Fig. 1: run 1, logic cells by family
The bar under the picture is 50 µm long.
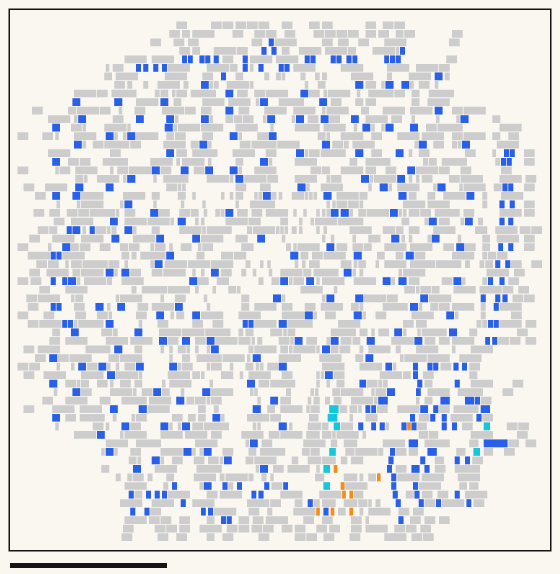
Fig. 2: run 1, pin map
Pins as bars across the die edge, other pins in grey.
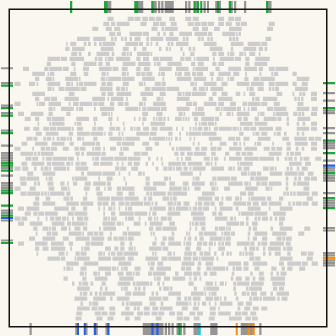
Fig. 3: run 1, sequential cells grouped by signal name
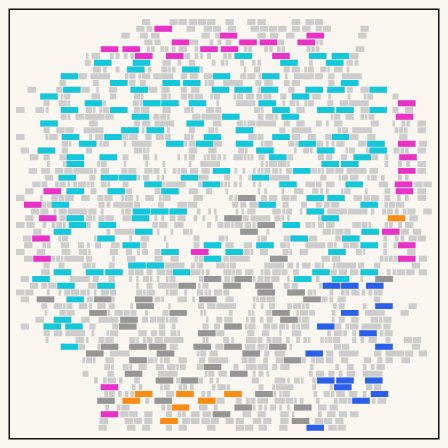
--- src/rtl/bp_update_arbiter_if.sv ---
// Resolution-side and predictor-side signal bundle for bp_update_arbiter.
// The execute/recovery logic drives the master side; the arbiter is the slave.
interface bp_update_arbiter_if #(
  parameter int XLEN     = 32,
  parameter int GHB_SIZE = 8,
  parameter int DEPTH    = 4,
  parameter int BMASK_W  = 4
);
  localparam int CNT_W = $clog2(DEPTH) + 1;

  logic                x0_valid;
  logic [XLEN-1:0]     x0_pc;
  logic                x0_taken;
  logic [GHB_SIZE-1:0] x0_ghbr;
  logic [BMASK_W-1:0]  x0_bmask;

  logic                x1_valid;
  logic [XLEN-1:0]     x1_pc;
  logic                x1_taken;
  logic [GHB_SIZE-1:0] x1_ghbr;
  logic [BMASK_W-1:0]  x1_bmask;

  logic                squash_en;
  logic [BMASK_W-1:0]  squash_mask;
  logic                resolve_en;
  logic [BMASK_W-1:0]  resolve_mask;

  logic                in_ready;
  logic                pht_wb_en;
  logic [XLEN-1:0]     pht_wb_pc;
  logic                pht_wb_taken;
  logic [GHB_SIZE-1:0] pht_wb_ghbr;
  logic [CNT_W-1:0]    count;
  logic                drop_err;

  modport master (
    output x0_valid, x0_pc, x0_taken, x0_ghbr, x0_bmask,
    output x1_valid, x1_pc, x1_taken, x1_ghbr, x1_bmask,
    output squash_en, squash_mask, resolve_en, resolve_mask,
    input  in_ready, pht_wb_en, pht_wb_pc, pht_wb_taken, pht_wb_ghbr, count, drop_err
  );

  modport slave (
    input  x0_valid, x0_pc, x0_taken, x0_ghbr, x0_bmask,
    input  x1_valid, x1_pc, x1_taken, x1_ghbr, x1_bmask,
    input  squash_en, squash_mask, resolve_en, resolve_mask,
    output in_ready, pht_wb_en, pht_wb_pc, pht_wb_taken, pht_wb_ghbr, count, drop_err
  );
endinterface

--- src/rtl/bp_update_arbiter.sv ---
// Two-lane branch-resolution queue feeding the gshare PHT's single update port.
// Entries carry branch-mask tags so wrong-path resolutions are killed in place.
module bp_update_arbiter #(
  parameter int XLEN     = 32,
  parameter int GHB_SIZE = 8,
  parameter int DEPTH    = 4,
  parameter int BMASK_W  = 4
) (
  input  logic              clock,
  input  logic              reset,
  bp_update_arbiter_if.slave bus
);
  localparam int PTR_W = $clog2(DEPTH);
  localparam int CNT_W = PTR_W + 1;
  localparam logic [CNT_W-1:0] READY_MAX = CNT_W'(DEPTH - 2);

  logic [PTR_W-1:0]    head_reg, head_next;
  logic [PTR_W-1:0]    tail_reg, tail_next;
  logic [CNT_W-1:0]    count_reg, count_next;
  logic                drop_err_reg, drop_err_next;

  logic                wb_en_reg;
  logic [XLEN-1:0]     wb_pc_reg;
  logic                wb_taken_reg;
  logic [GHB_SIZE-1:0] wb_ghbr_reg;

  logic                in_ready;
  logic [BMASK_W-1:0]  res_clr;
  logic                x0_squashed, x1_squashed;
  logic                wr0_en, wr1_en;
  logic [PTR_W-1:0]    wr0_idx, wr1_idx;
  logic [1:0]          enq_n;
  logic                pop, head_live, head_squashed, emit;

  // Slot storage is a register file: squash and resolve touch every slot at once.
  logic [DEPTH-1:0]    live_vec;
  logic [DEPTH-1:0]    taken_vec;
  logic [XLEN-1:0]     pc_arr    [DEPTH];
  logic [GHB_SIZE-1:0] ghbr_arr  [DEPTH];
  logic [BMASK_W-1:0]  bmask_arr [DEPTH];

  assign in_ready = (count_reg <= READY_MAX);

  always_comb begin
    res_clr     = bus.resolve_en ? bus.resolve_mask : '0;
    x0_squashed = bus.squash_en && (|(bus.x0_bmask & bus.squash_mask));
    x1_squashed = bus.squash_en && (|(bus.x1_bmask & bus.squash_mask));
    wr0_en      = in_ready && bus.x0_valid && !x0_squashed;
    wr1_en      = in_ready && bus.x1_valid && !x1_squashed;
    // Lane 1 packs directly behind lane 0 only when lane 0 actually took a slot.
    wr0_idx     = tail_reg;
    wr1_idx     = tail_reg + PTR_W'(wr0_en);
    enq_n       = 2'(wr0_en) + 2'(wr1_en);
    tail_next   = tail_reg + PTR_W'(enq_n);
  end

  always_comb begin
    pop           = (count_reg != '0);
    head_live     = live_vec[head_reg];
    head_squashed = bus.squash_en && (|(bmask_arr[head_reg] & bus.squash_mask));
    // Dead or just-squashed heads are still popped, as a reclaim bubble.
    emit          = pop && head_live && !head_squashed;
    head_next     = head_reg + PTR_W'(pop);
    count_next    = count_reg + CNT_W'(enq_n) - CNT_W'(pop);
    drop_err_next = drop_err_reg | ((bus.x0_valid | bus.x1_valid) & ~in_ready);
  end

  genvar gi;
  generate
    for (gi = 0; gi < DEPTH; gi++) begin : g_slot
      localparam logic [PTR_W-1:0] SLOT_IDX = PTR_W'(gi);

      logic                live_reg;
      logic [XLEN-1:0]     pc_reg;
      logic                taken_reg;
      logic [GHB_SIZE-1:0] ghbr_reg;
      logic [BMASK_W-1:0]  bmask_reg;
      logic                wr0_hit, wr1_hit, squash_hit, popped;

      assign wr0_hit    = wr0_en && (wr0_idx == SLOT_IDX);
      assign wr1_hit    = wr1_en && (wr1_idx == SLOT_IDX);
      assign squash_hit = bus.squash_en && (|(bmask_reg & bus.squash_mask));
      assign popped     = pop && (head_reg == SLOT_IDX);

      // Write slots are always free (in_ready guarantees two), so a write never
      // collides with the squash/resolve update of an occupied slot.
      always_ff @(posedge clock) begin
        if (reset) begin
          live_reg  <= 1'b0;
          pc_reg    <= '0;
          taken_reg <= 1'b0;
          ghbr_reg  <= '0;
          bmask_reg <= '0;
        end else if (wr0_hit) begin
          live_reg  <= 1'b1;
          pc_reg    <= bus.x0_pc;
          taken_reg <= bus.x0_taken;
          ghbr_reg  <= bus.x0_ghbr;
          bmask_reg <= bus.x0_bmask & ~res_clr;
        end else if (wr1_hit) begin
          live_reg  <= 1'b1;
          pc_reg    <= bus.x1_pc;
          taken_reg <= bus.x1_taken;
          ghbr_reg  <= bus.x1_ghbr;
          bmask_reg <= bus.x1_bmask & ~res_clr;
        end else begin
          if (squash_hit || popped) begin
            live_reg <= 1'b0;
          end
          bmask_reg <= bmask_reg & ~res_clr;
        end
      end

      assign live_vec[gi]  = live_reg;
      assign taken_vec[gi] = taken_reg;
      assign pc_arr[gi]    = pc_reg;
      assign ghbr_arr[gi]  = ghbr_reg;
      assign bmask_arr[gi] = bmask_reg;
    end
  endgenerate

  always_ff @(posedge clock) begin
    if (reset) begin
      head_reg     <= '0;
      tail_reg     <= '0;
      count_reg    <= '0;
      drop_err_reg <= 1'b0;
    end else begin
      head_reg     <= head_next;
      tail_reg     <= tail_next;
      count_reg    <= count_next;
      drop_err_reg <= drop_err_next;
    end
  end

  // Update payload holds its last value; a later squash cannot recall it.
  always_ff @(posedge clock) begin
    if (reset) begin
      wb_en_reg    <= 1'b0;
      wb_pc_reg    <= '0;
      wb_taken_reg <= 1'b0;
      wb_ghbr_reg  <= '0;
    end else begin
      wb_en_reg <= emit;
      if (emit) begin
        wb_pc_reg    <= pc_arr[head_reg];
        wb_taken_reg <= taken_vec[head_reg];
        wb_ghbr_reg  <= ghbr_arr[head_reg];
      end
    end
  end

  assign bus.in_ready     = in_ready;
  assign bus.pht_wb_en    = wb_en_reg;
  assign bus.pht_wb_pc    = wb_pc_reg;
  assign bus.pht_wb_taken = wb_taken_reg;
  assign bus.pht_wb_ghbr  = wb_ghbr_reg;
  assign bus.count        = count_reg;
  assign bus.drop_err     = drop_err_reg;
endmodule

--- src/flat_wrapper.sv ---
// flat-port wrapper written by rule: the top's interface ports become plain ports
module bp_update_arbiter_flat 
#(
  parameter int XLEN     = 32,
  parameter int GHB_SIZE = 8,
  parameter int DEPTH    = 4,
  parameter int BMASK_W  = 4
)
  (clock, reset, bus_x0_valid, bus_x0_pc, bus_x0_taken, bus_x0_ghbr, bus_x0_bmask, bus_x1_valid, bus_x1_pc, bus_x1_taken, bus_x1_ghbr, bus_x1_bmask, bus_squash_en, bus_squash_mask, bus_resolve_en, bus_resolve_mask, bus_in_ready, bus_pht_wb_en, bus_pht_wb_pc, bus_pht_wb_taken, bus_pht_wb_ghbr, bus_count, bus_drop_err);
  bp_update_arbiter_if #(.XLEN(XLEN), .GHB_SIZE(GHB_SIZE), .DEPTH(DEPTH), .BMASK_W(BMASK_W)) bus_i ();
  input  logic clock;
  input  logic reset;
  input wire logic [$bits(bus_i.x0_valid)-1:0] bus_x0_valid;
  input wire logic [$bits(bus_i.x0_pc)-1:0] bus_x0_pc;
  input wire logic [$bits(bus_i.x0_taken)-1:0] bus_x0_taken;
  input wire logic [$bits(bus_i.x0_ghbr)-1:0] bus_x0_ghbr;
  input wire logic [$bits(bus_i.x0_bmask)-1:0] bus_x0_bmask;
  input wire logic [$bits(bus_i.x1_valid)-1:0] bus_x1_valid;
  input wire logic [$bits(bus_i.x1_pc)-1:0] bus_x1_pc;
  input wire logic [$bits(bus_i.x1_taken)-1:0] bus_x1_taken;
  input wire logic [$bits(bus_i.x1_ghbr)-1:0] bus_x1_ghbr;
  input wire logic [$bits(bus_i.x1_bmask)-1:0] bus_x1_bmask;
  input wire logic [$bits(bus_i.squash_en)-1:0] bus_squash_en;
  input wire logic [$bits(bus_i.squash_mask)-1:0] bus_squash_mask;
  input wire logic [$bits(bus_i.resolve_en)-1:0] bus_resolve_en;
  input wire logic [$bits(bus_i.resolve_mask)-1:0] bus_resolve_mask;
  output wire logic [$bits(bus_i.in_ready)-1:0] bus_in_ready;
  output wire logic [$bits(bus_i.pht_wb_en)-1:0] bus_pht_wb_en;
  output wire logic [$bits(bus_i.pht_wb_pc)-1:0] bus_pht_wb_pc;
  output wire logic [$bits(bus_i.pht_wb_taken)-1:0] bus_pht_wb_taken;
  output wire logic [$bits(bus_i.pht_wb_ghbr)-1:0] bus_pht_wb_ghbr;
  output wire logic [$bits(bus_i.count)-1:0] bus_count;
  output wire logic [$bits(bus_i.drop_err)-1:0] bus_drop_err;
  assign bus_i.x0_valid = bus_x0_valid;
  assign bus_i.x0_pc = bus_x0_pc;
  assign bus_i.x0_taken = bus_x0_taken;
  assign bus_i.x0_ghbr = bus_x0_ghbr;
  assign bus_i.x0_bmask = bus_x0_bmask;
  assign bus_i.x1_valid = bus_x1_valid;
  assign bus_i.x1_pc = bus_x1_pc;
  assign bus_i.x1_taken = bus_x1_taken;
  assign bus_i.x1_ghbr = bus_x1_ghbr;
  assign bus_i.x1_bmask = bus_x1_bmask;
  assign bus_i.squash_en = bus_squash_en;
  assign bus_i.squash_mask = bus_squash_mask;
  assign bus_i.resolve_en = bus_resolve_en;
  assign bus_i.resolve_mask = bus_resolve_mask;
  assign bus_in_ready = bus_i.in_ready;
  assign bus_pht_wb_en = bus_i.pht_wb_en;
  assign bus_pht_wb_pc = bus_i.pht_wb_pc;
  assign bus_pht_wb_taken = bus_i.pht_wb_taken;
  assign bus_pht_wb_ghbr = bus_i.pht_wb_ghbr;
  assign bus_count = bus_i.count;
  assign bus_drop_err = bus_i.drop_err;
  bp_update_arbiter #(.XLEN(XLEN), .GHB_SIZE(GHB_SIZE), .DEPTH(DEPTH), .BMASK_W(BMASK_W)) u_core (.clock(clock), .reset(reset), .bus(bus_i));
endmodule
--- config.mk ---
export PLATFORM = sky130hd
export DESIGN_NAME = bp_update_arbiter_flat
export DESIGN_NICKNAME = d
export VERILOG_FILES = /design/src/rtl/bp_update_arbiter_if.sv /design/src/rtl/bp_update_arbiter.sv /design/src/flat_wrapper.sv
export SDC_FILE = /design/constraint.sdc
export NUM_CORES = 1
export LEC_CHECK = 0
export CAP_MARGIN = 10
export CORE_MARGIN = 2
export CORE_UTILIZATION = 40
export CTS_BUF_LIST = sky130_fd_sc_hd__clkbuf_4
export DETAILED_ROUTE_END_ITERATION = 16
export GPL_TIMING_DRIVEN = 0
export PLACE_DENSITY = 0.6
export SLEW_MARGIN = 10
export SYNTH_ARGS = -nofsm -noshare
export SYNTH_HDL_FRONTEND = slang
export SYNTH_SLANG_ARGS = --single-unit
--- constraint.sdc ---
create_clock -name clock -period 3.2 [get_ports clock]
set_clock_uncertainty 0.1 [all_clocks]
set_input_delay 0.64 -clock clock [delete_from_list [all_inputs] [get_ports clock]]
set_output_delay 0.64 -clock clock [all_outputs]
set_load 0.01 [all_outputs]
==> summary.txt, run 1 <==
Implementation numbers.

- Max-cap violations in this run came to 0.
- Combinational logic is responsible for 38.1% of the overall power.
- The total clock sinks reads 234.
- According to the floorplan log, the row count is 61.
- The number of buffers inserted by post-CTS setup repair is 0.
- The number of placed instances with taps included reads 1673.
- The measured slew at the worst slew-check pin is 1210 ps.
- The tap cell count reads 378.
- The fraction of the core area covered by cells at the end of the flow is between 50% and 60%.
- The sequential group power reads between 3 and 4 mW.
- The number of buffers added to fix hold violations after cts is 0.
- The total length of routed wires reads 39200 µm.
- The logic gate fraction of the total cell area is 43.1%.
- The net switching power of the design reads 3.86 mW.
- The highest net fanout along the worst path is 10.
- The buffer and inverter count on the worst path reads 3.
- The depth of the critical timing path with buffers and inverters included reads 11.
- Per the layout area report, the combinational gate area comes to 0.00609 mm².
- The clock network area share is 5.55%.
- The met3 usage in global routing reads approximately 5.0%.
- The fraction of the yosys area taken by sequential cells is about 41%.
- The clock power share reads about 26%.
- Per the power-grid run, VDD falls by no more than about 0.25 mV.
- The script computed a power per unit cell area of ~750 mW/mm².
- The worst reg-to-reg setup slack reads around 200 ps.
- The post-synthesis cell type count is between 40 and 50.
- The number of remaining DRC errors is 0.
- The class of the most critical setup path is in2reg.
- The top flip-flop cell by instance count after synthesis reads sky130_fd_sc_hd__dfxtp_1.
- The setup slack at placement reads -1150 ps.
- The multiplexer fraction of the synthesized cell area reads 25.1%.
- The synthesized instance count is 1146.
- Combinational cells consume a total of approximately 4 mW.
- The kind of cell with the highest combined delay along the critical path is buffers and inverters.
- Looking at the power breakdown, sequential logic takes 36.3% of the total.
- The leakage component of the power is 5.42 nW.
- The area fraction in and, or, nand and nor cells reads under 10%.
- Looking at the reg2reg group, the worst path ends at u_core.bus.pht_wb_pc[22].
- The number of antenna diodes in the final layout is 2.
- The number of warning messages in the logs reads 27.
- The critical path launch point type reads an input port.
- The flow ran to the end, and the final reports show no timing, DRC or antenna violations.
About Fig. 1:
- aoi and oai cells: blue (cells 303; most used a211oi_1; where spread over the die)
- and/or cells: cyan (cells 8; most used and2_1)
- inv cells: orange (cells 9; most used inv_1)

About Fig. 2:
- bus_x1_ghbr: blue (pins 8; direction input; edge 6 bottom, 1 left, 1 right)
- bus_x1_valid: cyan (pins 1; direction input; edge bottom)
- bus_x1_pc: green (pins 32; direction input; edge 12 top, 12 left, 7 right, 1 bottom)
- bus_x0_bmask: orange (pins 4; direction input; edge 3 bottom, 1 right)
- all pins by edge: 46 bottom, 38 top, 35 right, 32 left

About Fig. 3:
- u_core.bus.pht_wb_pc: magenta (sequential cells 32)
- u_core.bus.pht_wb_ghbr: orange (sequential cells 8)
- u_core.g_slot.pc_reg: cyan (sequential cells 128)
- u_core.g_slot.bmask_reg: blue (sequential cells 16; where bottom right)
- not coloured: 50

## run 1: worst min-delay path by stage
stage	startpoint	to	slack (ps)	cells after the start
2_1_floorplan	u_core.bus.drop_err	u_core.bus.drop_err	370	2
3_3_place_gp	u_core.bus.drop_err	u_core.bus.drop_err	340	2
3_5_place_dp	u_core.bus.drop_err	u_core.bus.drop_err	350	2
4_1_cts	u_core.bus.drop_err	u_core.bus.drop_err	350	2
5_1_grt	u_core.bus.pht_wb_pc[31]	u_core.bus.pht_wb_pc[31]	390	2
6_report	u_core.bus.drop_err	u_core.bus.drop_err	350	2
## run 1: what timing repair did
item                       CTS  global route
setup endpoints to repair  165           150
gates resized                5            26
hold endpoints to repair     0             0
==> run 2: changes to the inputs <==
- CORE_UTILIZATION: 40 -> 57
- PLACE_DENSITY: 0.6 -> 0.81
- TNS_END_PERCENT: default -> 10
==> run 2 against run 1 <==
Net effect:
- highest routed layer unchanged
- power decreased by 2.2%
- via count increased by 1.6%
- setup slack got worse by 38 ps
- clock power decreased by 6%
- largest power group unchanged
==> summary.txt, run 2 <==
Implementation numbers.

- Status: complete, no violations (unchanged).
- The worst reg-to-reg setup slack reads 150 ps (was 200 ps).
- The maximum resistive drop on vdd was 0.345 mV (was 0.246 mV).
- The fraction of the yosys area taken by sequential cells is 41.4% (unchanged).
- The number of warning messages in the logs is 28 (was 27).
- The combinational cell power is 3.93 mW (was 4.03 mW).
- The share of power burned in combinational logic reads 38.1% (about the same).
- The sequential group power reads 3.85 mW (was 3.84 mW).
- The measured slew at the worst slew-check pin is 1130 ps (was 1210 ps).
- The cell count of the worst hold path reads 4 (was 2).
- The synthesized instance count is 1146 (unchanged).
- The clock power share is 24.7% (was 25.6%).
- The critical path launch point type is an input port (unchanged).
- The area occupied by multi-input gates reads 0.00608 mm² (was 0.00609 mm²).
- The number of placement rows is 51 (was 61).
- The worst min-delay path startpoint reads reset (was u_core.bus.drop_err).
- The endpoint of the lowest-slack register-to-register path is u_core.g_slot[3].ghbr_reg[1] (was u_core.bus.pht_wb_pc[22]).
- The net switching power of the design reads 3.73 mW (was 3.86 mW).
- The class of the most critical setup path reads in2reg (unchanged).
- The logic gate fraction of the total cell area is 43.7% (was 43.1%).
- The tap cell count reads 265 (was 378).
- The largest delay contributor family on the critical path reads buffers and inverters (unchanged).
- The part of the total power dissipated in sequential elements was 37.2% (was 36.3%).
- The number of buffers added to fix hold violations after cts came to 0 (unchanged).
- The post-synthesis cell type count is 41 (unchanged).
- The number of remaining DRC errors reads 0 (unchanged).
- The total length of routed wires reads 35200 µm (was 39200 µm).
- The total clock sinks is 234 (unchanged).
- The clock network area share reads 5.31% (was 5.55%).
- The end point of the most critical hold path was u_core.g_slot[3].bmask_reg[2] (was u_core.bus.drop_err).
==> run 2: kinds of logic after synthesis <==
family	after synthesis	share of synthesized area, %
muxes	227	25.1
and+or+nand+nor	235	8.74
xor gates and xnor gates	6	0.465
DFF	234	41.4
adders and majority gates	9	1.06
buffers and inverters	120	4.86
AOI/OAI and AO/OA	315	18.4
==> run 2: what timing repair did <==
action,in CTS,in global routing
setup buffers,0,0
hold endpoints to repair,0,0
resized,7,13
setup endpoints to repair,159,142
==> run 2: layer usage <==
metal,vias up,track usage [%],part of all wire [%]
li1,4734,-,-
met1,4938,44.1,40
met2,640,54.4,47
met3,109,6.28,9.5
met4,0,15.2,3.6
met5,-,0,0
Fig. 4: run 2, sequential cells grouped by signal name
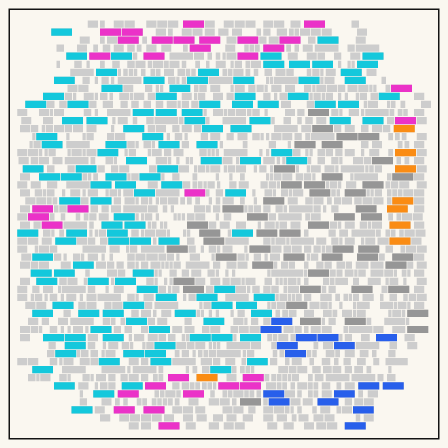
- u_core.g_slot.bmask_reg: blue (sequential cells 16; where bottom right)
- u_core.g_slot.pc_reg: cyan (sequential cells 128)
- u_core.bus.pht_wb_ghbr: orange (sequential cells 8; where right middle)
- u_core.bus.pht_wb_pc: magenta (sequential cells 32)

==> run 3: changes to the inputs <==
- MAX_ROUTING_LAYER: default -> met4
==> run 3 against run 2 <==
Net effect:
- clock power about the same
- utilization unchanged
- sequential power about the same
- cell count unchanged
- power barely moved
- setup slack worse by 15 ps
- combinational power about the same
- fmax fell by 0.48%
- largest power group unchanged
- critical path depth unchanged
==> summary.txt, run 3 <==
Implementation numbers.

- The post-synthesis cell type count reads 41 (unchanged).
- The number of placement rows reads 51 (unchanged).
- The number of buffers added to fix hold violations after cts is 0 (unchanged).
- The adder-cell share of the synthesized area is 1.06% (unchanged).
- The clock power share came to 24.7% (about the same).
- The synthesized instance count is 1146 (unchanged).
- The dominant kind of combinational cell is multiplexers (unchanged).
- The critical path launch point type was an input port (unchanged).
- The setup slack at placement is -998 ps (unchanged).
- The part of the total power dissipated in sequential elements is 37.2% (about the same).
- The clock network area share reads 5.31% (unchanged).
- The worst reg-to-reg setup slack is 140 ps (was 150 ps).
- The logic gate fraction of the total cell area is 43.7% (unchanged).
- The tap cell count was 265 (unchanged).
- The net switching power of the design came to 3.72 mW (was 3.73 mW).
- The class of the most critical setup path is in2reg (unchanged).
- The leakage component of the power is 5.36 nW (unchanged).
- The combinational cell power is 3.94 mW (was 3.93 mW).
- The top flip-flop cell by instance count after synthesis is sky130_fd_sc_hd__dfxtp_1 (unchanged).
- Status: complete, no violations (unchanged).
- The sequential group power is 3.85 mW (about the same).
- The highest net fanout along the worst path reads 10 (unchanged).
- The fraction of the core area covered by cells at the end of the flow was 71.5% (unchanged).
- The number of warning messages in the logs reads 28 (unchanged).
- The number of remaining DRC errors reads 0 (unchanged).
- The buffer and inverter count on the worst path is 2 (unchanged).
- The total clock sinks reads 234 (unchanged).
- The xor and xnor area share after synthesis reads 0.465% (unchanged).
- The number of antenna diodes is 1 (unchanged).
- The largest delay contributor family on the critical path reads buffers and inverters (unchanged).
- The maximum resistive drop on vdd reads 0.347 mV (was 0.345 mV).
[run 3: path summary, 6_finish.rpt]
kind,from,endpoint,depth (start not counted)
hold / removal,reset,u_core.g_slot[3].bmask_reg[2],4
setup / recovery,bus_squash_mask[0],u_core.g_slot[3].pc_reg[9],11
setup reg to reg,u_core.bus.count[2],u_core.g_slot[3].ghbr_reg[1],11
hold reg to reg,u_core.bus.drop_err,u_core.bus.drop_err,2
[run 3: repair_timing]
action                     4_1_cts  5_1_grt
resized                          7       13
setup endpoints to repair      159      142
buffers inserted                 0        0
[run 3: per-layer routing]
layer	share of wire, %	track usage [%]	wire length (µm)
met5	0	-	0
met4	3.3	14.9	1150
met3	9.4	5.92	3310
met2	47	54.4	16700
met1	40	44.5	14100
Fig. 5: run 3, metal layers overlaid
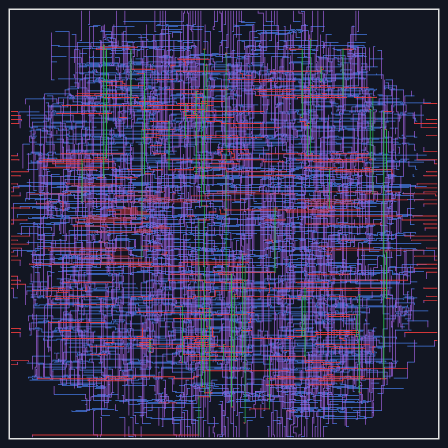
- M3: red (wire length 3310 µm)
- M4: green (wire length 1150 µm)
- M2: purple (wire length 16700 µm)
- M1: blue (wire length 14100 µm)

Power and IR drop assume default switching activity.
